Design dds_phase_gen, sky130hd; sources not shown.
Fig. 1: placement view
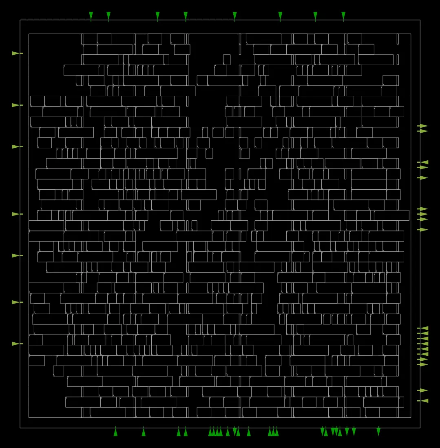
flip-flops: 105
Filler cells: 850

Fig. 2: metal 2
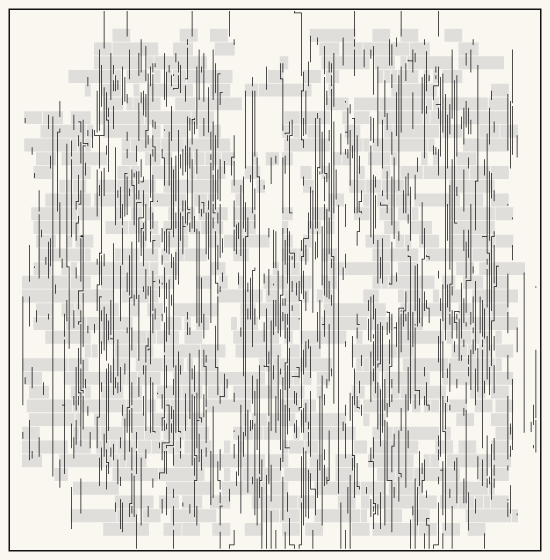
- share of all routed wire: 50%
- longest straight run: 71.2 um
- nets with wire on the layer: 553
- wire length on this layer: 5960 um
Routed WL: 12.03 mm
via count: 4103
global routing usage on met2: 38.40%

Fig. 3: cell classes on the final placement
Fill, decap, tap and diode cells in gray.
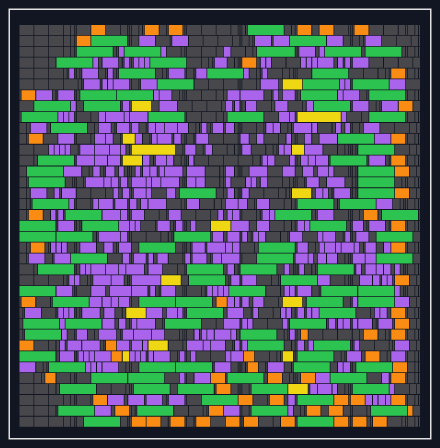
- flip-flops: green (cells 105)
- clock drivers and dummy loads: yellow (cells 16)
- other buffers and delay cells: orange (cells 63)
- all other logic: purple (cells 417)
core area: 0.01009 mm2
share of the core filled with cells: 64.36%

Fig. 4: port wiring
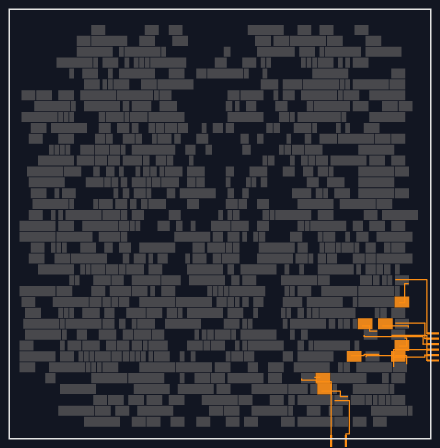
- `LutData`: orange (bits 8; direction input; edge 6 east, 2 south; end cells 8; buffers 8; wire 176 um)
I/O pin total: 57
input/output buffers: 56

Fig. 5: metal 3
The bar under the picture is 20 um long.
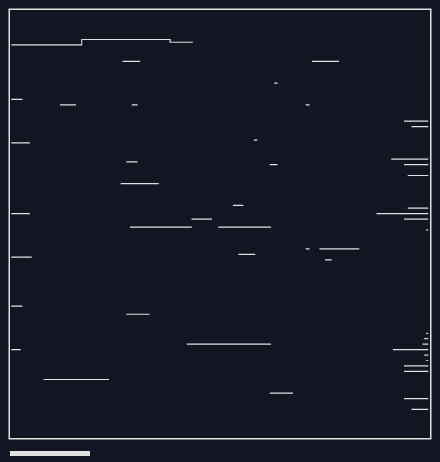
- nets with wire on the layer: 37
- share of all routed wire: 2.3%
- wire length on this layer: 282 um
- main direction: horizontal
- longest straight run: 22.1 um
met3 usage: 3.769%

==> results.toml <==
# implementation run metrics
[outcome]
status = "finished, violations left"
failed_checks = "max-capacitance violations, max-slew violations"

[job]
warnings = 26
cap_violations = 1

[clock_network]
cts_made_buffers = 9
holdBufCountCts = 0
clock_sinks = 105

[final_timing]
fmax_mhz = 321.6
slew_violations = 36

[synthesis]
post-synth-top-area-cell = "dfrtp_1"
yosysMostFrequentCell = "nand2_1"
simple_gate_share_pct = 12.67
synth-xor-area-share_pct = 4.318
netlist_area_mm2 = 0.005679
edf_count = 0
ys_top_cells_by_count = "nand2_1 (107), dfrtp_1 (104), mux2_2 (55), a21oi_1 (38), nor2_1 (36)"
ys_cells = 556
avgSynthCellArea_um2 = 10.21
syn_nets = 619

[die]
dieArea_mm2 = 0.01124
die_w_um = 105

[detailed_routing]
drt_iter0_markers = 183
top_layer_used = "met4"
dr_wl_met3_um = 281

[power_and_ir_drop]
powerDensity_mw_per_mm2 = 677.3
leakagePower_nw = 2.944

[global_routing]
grtUsageTotal_pct = 22.88
use_met1_pct = 30.18

[worst_setup_path]
critical_path_class = "register to register"
cp.arrival_ns = 3.36
worstSetupPathDepth = 10
crit_chain = "buf_4 -> mux2_2 -> fa_1 -> a21o_2 -> a221oi_2 -> nor4_2 -> nor4_2 -> o32ai_2 -> xnor2_1 -> o21ai_1"
r2r_slack_ns = 0.89
path_delay_family = "AND-OR/OR-AND gates"

[finish]
lay_top_count = "nand2_1"

[placed_design]
postPlaceCellArea_mm2 = 0.006266
hpwl_mm = 8.533

[min_path]
min_path_type = "register to register"
whs_path_depth = 2
## through the flow
stage	std cells	utilization [%]	worst slack (ns)
3_3_place_gp	720	62.09	0.9561
3_5_place_dp	720	62.09	0.9260
5_1_grt	737	64.36	0.6720
2_1_floorplan	556	-	0.6138
4_1_cts	736	64.34	0.8638
6_report	737	64.36	0.8905
## power groups by stage
stage                     combinational [mW]  sequential (mW)  clock, mW
after global placement                  1.98             1.62          0
after detailed placement                2.03             1.64          0
after floorplan                         1.63             1.63          0
final                                   2.03             1.62      0.744
after CTS                               2.04             1.62      0.758
after global routing                    2.25             1.66      0.806
## layout make-up
type                       count  area share, %
timing repair buffer          63          9.305
clock buffer                  10          2.119
sequential                   105          40.47
multi-input combinational    408          43.58
inverter                       9         0.5201
clock inverter                 6          1.387
tap                          136          2.620
Power is estimated from default activity; no workload was simulated.
